**config.mk**
```make
export PLATFORM = sky130hd
export DESIGN_NAME = ctrl_unit
export DESIGN_NICKNAME = d
export VERILOG_FILES = /design/src/rtl/ctrl_pkg.sv /design/src/rtl/ctrl_load_phase.sv /design/src/rtl/ctrl_unit.sv
export SDC_FILE = /design/constraint.sdc
export NUM_CORES = 1
export LEC_CHECK = 0
export CAP_MARGIN = 20
export CORE_AREA = 2 2 39 41
export DETAILED_ROUTE_END_ITERATION = 10
export DIE_AREA = 0 0 41 43
export PLACE_DENSITY = 0.78
export SYNTH_ARGS = -nofsm -noshare
export SYNTH_HDL_FRONTEND = slang
export SYNTH_SLANG_ARGS = --single-unit
```
**constraint.sdc**
```tcl
create_clock -name clk -period 2.85 [get_ports clk]
set_input_delay 0.285 -clock clk [delete_from_list [all_inputs] [get_ports clk]]
set_output_delay 0.285 -clock clk [all_outputs]
set_load 0.02 [all_outputs]
```
**src/rtl/ctrl_pkg.sv**
```systemverilog
// ============================================================================
// Module  : ctrl_pkg
// Brief   : Opcode/field constants and control-output encodings for ctrl_unit.
// Revision: 1.0 - initial release
// ============================================================================
`timescale 1ns/1ps
`default_nettype none

package ctrl_pkg;

  localparam logic [4:0] OPC_OP     = 5'b01100;
  localparam logic [4:0] OPC_OP_IMM = 5'b00100;
  localparam logic [4:0] OPC_LOAD   = 5'b00000;
  localparam logic [4:0] OPC_STORE  = 5'b01000;
  localparam logic [4:0] OPC_BRANCH = 5'b11000;
  localparam logic [4:0] OPC_JAL    = 5'b11011;
  localparam logic [4:0] OPC_JALR   = 5'b11001;
  localparam logic [4:0] OPC_LUI    = 5'b01101;
  localparam logic [4:0] OPC_AUIPC  = 5'b00101;

  localparam logic [2:0] F3_ADD  = 3'b000;
  localparam logic [2:0] F3_SLL  = 3'b001;
  localparam logic [2:0] F3_SLT  = 3'b010;
  localparam logic [2:0] F3_SLTU = 3'b011;
  localparam logic [2:0] F3_XOR  = 3'b100;
  localparam logic [2:0] F3_SR   = 3'b101;
  localparam logic [2:0] F3_OR   = 3'b110;
  localparam logic [2:0] F3_AND  = 3'b111;

  localparam logic [2:0] F3_BEQ  = 3'b000;
  localparam logic [2:0] F3_BNE  = 3'b001;
  localparam logic [2:0] F3_BLT  = 3'b100;
  localparam logic [2:0] F3_BGE  = 3'b101;
  localparam logic [2:0] F3_BLTU = 3'b110;
  localparam logic [2:0] F3_BGEU = 3'b111;

  localparam logic [6:0] F7_ALT  = 7'b0100000;

  localparam logic [3:0] ALU_ADD  = 4'b0000;
  localparam logic [3:0] ALU_SUB  = 4'b0001;
  localparam logic [3:0] ALU_XOR  = 4'b0010;
  localparam logic [3:0] ALU_OR   = 4'b0011;
  localparam logic [3:0] ALU_AND  = 4'b0100;
  localparam logic [3:0] ALU_SLL  = 4'b0101;
  localparam logic [3:0] ALU_SRL  = 4'b0110;
  localparam logic [3:0] ALU_SRA  = 4'b0111;
  localparam logic [3:0] ALU_SLT  = 4'b1000;
  localparam logic [3:0] ALU_SLTU = 4'b1001;

  localparam logic [2:0] IMM_NONE = 3'b000;
  localparam logic [2:0] IMM_U    = 3'b001;
  localparam logic [2:0] IMM_B    = 3'b010;
  localparam logic [2:0] IMM_S    = 3'b011;
  localparam logic [2:0] IMM_I    = 3'b100;
  localparam logic [2:0] IMM_J    = 3'b101;

  localparam logic [2:0] CMP_EQ  = 3'b000;
  localparam logic [2:0] CMP_NE  = 3'b001;
  localparam logic [2:0] CMP_LT  = 3'b010;
  localparam logic [2:0] CMP_GE  = 3'b011;
  localparam logic [2:0] CMP_LTU = 3'b100;
  localparam logic [2:0] CMP_GEU = 3'b101;

  localparam logic [1:0] PC_ALU  = 2'b00;
  localparam logic [1:0] PC_INC  = 2'b01;
  localparam logic [1:0] PC_HOLD = 2'b10;

  localparam logic [1:0] RD_IMM = 2'b00;
  localparam logic [1:0] RD_PC4 = 2'b01;
  localparam logic [1:0] RD_ALU = 2'b10;
  localparam logic [1:0] RD_MEM = 2'b11;

  localparam logic [1:0] INST_MEM  = 2'b00;
  localparam logic [1:0] INST_NOP  = 2'b01;
  localparam logic [1:0] INST_HOLD = 2'b10;

  localparam logic [2:0] SEL_WORD = 3'b010;

endpackage

`default_nettype wire

```
**src/rtl/ctrl_load_phase.sv**
```systemverilog
// ============================================================================
// Module  : ctrl_load_phase
// Brief   : One-bit LOAD phase tracker (0 = address phase, 1 = data phase).
// Revision: 1.0 - initial release
// ============================================================================
`timescale 1ns/1ps
`default_nettype none

module ctrl_load_phase (
  input  logic clk,
  input  logic rst,
  input  logic is_load,
  output logic load_phase
);

  logic load_phase_d;
  logic load_phase_q;

  // Back-to-back LOADs keep toggling, so the 0,1,0,1 sequence runs unbroken.
  always_comb begin
    load_phase_d = is_load ? ~load_phase_q : 1'b0;
  end

  always_ff @(posedge clk or negedge rst) begin
    if (!rst) begin
      load_phase_q <= 1'b0;
    end else begin
      load_phase_q <= load_phase_d;
    end
  end

  assign load_phase = load_phase_q;

endmodule

`default_nettype wire

```
**src/rtl/ctrl_unit.sv**
```systemverilog
// ============================================================================
// Module  : ctrl_unit
// Brief   : RV32I main decoder; all outputs combinational from the instruction
//           fields and the LOAD phase bit. Optional macro: CTRL_AUIPC_EN.
// Revision: 1.0 - initial release
// ============================================================================
`timescale 1ns/1ps
`default_nettype none

module ctrl_unit
  import ctrl_pkg::*;
(
  input  logic       clk,
  input  logic       rst,
  input  logic [4:0] opcode,
  input  logic [2:0] func3,
  input  logic [6:0] func7,
  input  logic       b,
  output logic [2:0] imm_type,
  output logic [1:0] inst_sel,
  output logic       reg_wr,
  output logic [3:0] alu_op,
  output logic [2:0] cmp_op,
  output logic [1:0] pc_sel,
  output logic       mem_sel,
  output logic [1:0] rd_sel,
  output logic       alu1_sel,
  output logic       alu2_sel,
  output logic [2:0] sel_type,
  output logic       we
);

  logic w_is_load;
  logic w_load_phase;

  assign w_is_load = (opcode == OPC_LOAD);

  ctrl_load_phase u_load_phase (
    .clk        (clk),
    .rst        (rst),
    .is_load    (w_is_load),
    .load_phase (w_load_phase)
  );

  always_comb begin
    alu_op = ALU_ADD;
    if (opcode == OPC_OP || opcode == OPC_OP_IMM) begin
      case (func3)
        F3_ADD:  alu_op = (opcode == OPC_OP && func7 == F7_ALT) ? ALU_SUB : ALU_ADD;
        F3_SLL:  alu_op = ALU_SLL;
        F3_SLT:  alu_op = ALU_SLT;
        F3_SLTU: alu_op = ALU_SLTU;
        F3_XOR:  alu_op = ALU_XOR;
        F3_SR:   alu_op = func7[5] ? ALU_SRA : ALU_SRL;
        F3_OR:   alu_op = ALU_OR;
        F3_AND:  alu_op = ALU_AND;
        default: alu_op = ALU_ADD;
      endcase
    end
  end

  // Comparator op ignores opcode; it only matters when a BRANCH consumes it.
  always_comb begin
    case (func3)
      F3_BEQ:  cmp_op = CMP_EQ;
      F3_BNE:  cmp_op = CMP_NE;
      F3_BLT:  cmp_op = CMP_LT;
      F3_BGE:  cmp_op = CMP_GE;
      F3_BLTU: cmp_op = CMP_LTU;
      F3_BGEU: cmp_op = CMP_GEU;
      default: cmp_op = CMP_EQ;
    endcase
  end

  always_comb begin
    imm_type = IMM_NONE;
    inst_sel = INST_MEM;
    reg_wr   = 1'b0;
    pc_sel   = PC_INC;
    mem_sel  = 1'b0;
    rd_sel   = RD_ALU;
    alu1_sel = 1'b0;
    alu2_sel = 1'b1;
    sel_type = SEL_WORD;
    we       = 1'b0;
    case (opcode)
      OPC_OP: begin
        reg_wr   = 1'b1;
        alu2_sel = 1'b0;
      end
      OPC_OP_IMM: begin
        imm_type = IMM_I;
        reg_wr   = 1'b1;
      end
      // Address phase holds PC and instruction while the port serves data.
      OPC_LOAD: begin
        imm_type = IMM_I;
        rd_sel   = RD_MEM;
        sel_type = func3;
        reg_wr   = w_load_phase;
        mem_sel  = ~w_load_phase;
        pc_sel   = w_load_phase ? PC_INC : PC_HOLD;
        inst_sel = w_load_phase ? INST_NOP : INST_HOLD;
      end
      OPC_STORE: begin
        imm_type = IMM_S;
        sel_type = func3;
        we       = 1'b1;
        mem_sel  = 1'b1;
        inst_sel = INST_NOP;
      end
      OPC_BRANCH: begin
        imm_type = IMM_B;
        alu1_sel = 1'b1;
        pc_sel   = b ? PC_ALU : PC_INC;
        inst_sel = b ? INST_NOP : INST_MEM;
      end
      OPC_JAL: begin
        imm_type = IMM_J;
        alu1_sel = 1'b1;
        reg_wr   = 1'b1;
        rd_sel   = RD_PC4;
        pc_sel   = PC_ALU;
        inst_sel = INST_NOP;
      end
      OPC_JALR: begin
        imm_type = IMM_I;
        reg_wr   = 1'b1;
        rd_sel   = RD_PC4;
        pc_sel   = PC_ALU;
        inst_sel = INST_NOP;
      end
      OPC_LUI: begin
        imm_type = IMM_U;
        reg_wr   = 1'b1;
        rd_sel   = RD_IMM;
      end
`ifdef CTRL_AUIPC_EN
      OPC_AUIPC: begin
        imm_type = IMM_U;
        alu1_sel = 1'b1;
        reg_wr   = 1'b1;
      end
`endif
      default: begin
        imm_type = IMM_NONE;
      end
    endcase
  end

endmodule

`default_nettype wire

```
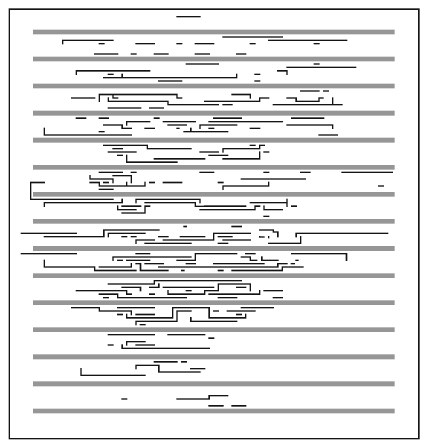
*The metal 1 layer*
Supply wires on this layer in grey.
nets with wire on the layer: 101
wire length on this layer: 617 microns
main direction: horizontal
share of all routed wire: 43%
met1 Resource Use GR: 22.5%
vias: 587
DRT Wirelength: 1.44 mm

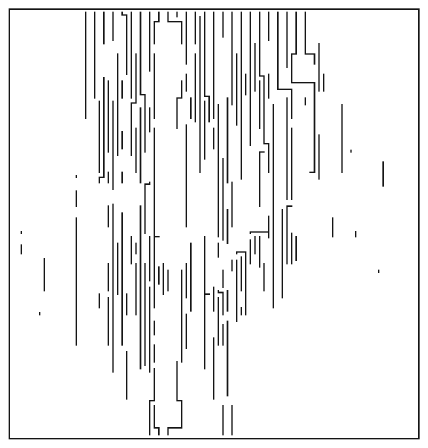
*Signal wires on met2*
share of all routed wire: 53%
nets with wire on the layer: 102

==> impl_metrics.tcl <==
# implementation run metrics
set metrics [dict create \
    placed_area_sq_um 806 \
    edf_count 0 \
    switching_share_pct 40.7 \
    status "completed" \
    worstSetupPathType "in -> out" \
    worstMarginPinSlew_ns 0.354 \
    fin_setup_tns_ns 0 \
    wl_per_cell_microns 12.0 \
    place_hpwl_mm 1.24 \
    cts_setup_buffers 0 \
    r2r_slack_ns 2.22 \
    crit_path_max_fanout 8 \
    setup_viol 0 \
    area_growth_pct 123 \
    clkPwrFrac_pct 0 \
    drive_gt1_share_pct 7.69 \
    ys_chip_area_sq_um 362 \
    cts.clk_slew.worst_paths_ns 0 \
    min_period_ns 2.64 \
    grt_pass1_vias 534 \
    p_seq_mw 0.0151 \
    fp_util_pct 26.1 \
    first_pass_iters 4 \
    antenna_found_initial 0 \
    cp-end-kind "output pin" \
    switchingPower_mw 0.0457 \
    ys_seq_share_pct 6.92 \
    hold_buffers 0 \
    ant_nets 0 \
    chip_area_sq_um 1760 \
    crit_start "opcode[1]" \
    combPwrFrac_pct 86.6 \
    avgSynthCellArea_sq_um 5.93 \
    reg2reg_from "u_load_phase.load_phase$_DFF_PN0_" \
    hold_viol_final 0 \
    place.port_buffers 41 \
    viasPerCell 4.89 \
    synthDominantCellAreaShare_pct 10.4 \
    ys_cells 61 \
    die_x_microns 41 \
    dieHeight_microns 43 \
    grt_usage_pct 16.9 \
    cp.buffers_inverters 2 \
    path_cells "clkdlybuf4s50_1 -> or3_1 -> nor2_1 -> nand2_1 -> nor2_1 -> clkdlybuf4s50_1" \
    largest_register_ffs 1 \
    worstSetupEndpoint "pc_sel[1]" \
    critPathTopFamily "buffers and inverters" \
    min_path_type "in -> async" \
    drv_slew 0 \
    grt_max_degree 10 \
    synth-async-reset-ratio_pct 100 \
    skew_ns 0 \
    max-cap-violations 0 \
    yosys.area.top_type "nor2_1" \
    yosys_warnings 0 \
    clkLatencyLatePin_ns 0 \
    fp_nets 79 \
    io_pins 42 \
    ys.flops 1 \
    setup_slack_ns 0.210 \
    antennaDiodeCount 0 \
    p_per_area_nw_per_um2 139 \
    cp_slowest_cell "clkdlybuf4s50_1" \
    ff2ff_path_depth 1 \
    synth.most_common_cell "nor2_1" \
    rsz0062_at_grt "no" \
    drtIter0Drc 12 \
    finalCritPeriodShare_pct 92.6 \
    cp.required_ns 2.57 \
]
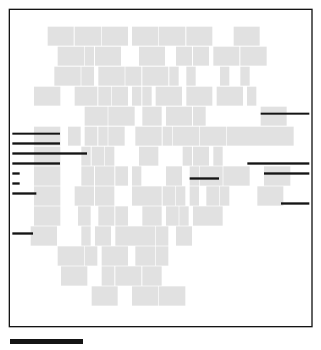
*Met3 routing*
Bar = 10 microns. Cells faint in the background.
wire length on this layer: 63.0 microns
nets with wire on the layer: 13
share of all routed wire: 4.4%
longest straight run: 9.90 microns
main direction: horizontal
GRT met3 Usage: 0.524%

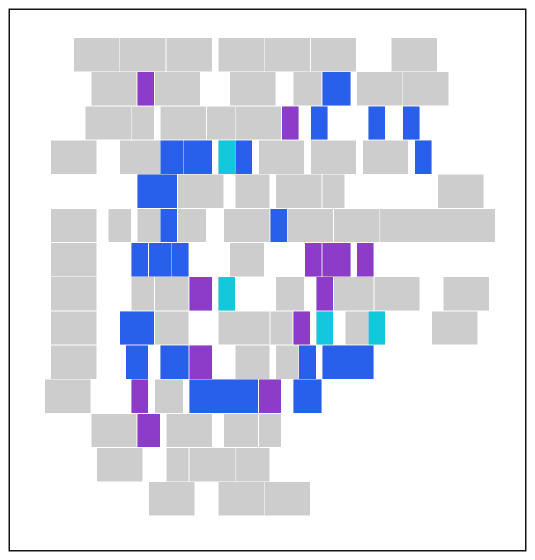
*Gate-type map*
| colour | family | cells |
|---|---|---|
| purple | NAND gates | 12 |
| blue | NOR gates | 21 |
| cyan | inverters | 4 |
Finished Layout Cells: 120
Commonest Layout Cell: clkdlybuf4s50_1
combinational fraction of the cell area: 37.9%

## logic make-up after synthesis
family,count (synthesis),synth area share [%]
simple gates,39,59.5
compound gates,15,24.9
buf+inv,6,8.65
flops,1,6.92
## per-stage QoR
step | total power, mW | instances
2_1_floorplan | 0.0542 | 61
3_3_place_gp | 0.111 | 120
4_1_cts | 0.112 | 120
5_1_grt | 0.118 | 120
3_5_place_dp | 0.112 | 120
6_report | 0.112 | 120
## layer usage
metal	vias to the layer above	track usage [%]	part of all wire, %
met5	-	0	0
met4	0	0	0
met3	0	0.524	4.4
met2	14	30.3	53
met1	266	22.5	43
li1	307	-	-
## layout make-up
cell class,count,area [sq um]
fillers,138,578
repair buffers,45,440
multi-input cells,54,305
flip-flops and latches,1,25.0
well taps,16,20.0
inverters,4,15.0
Power and IR drop assume default switching activity.
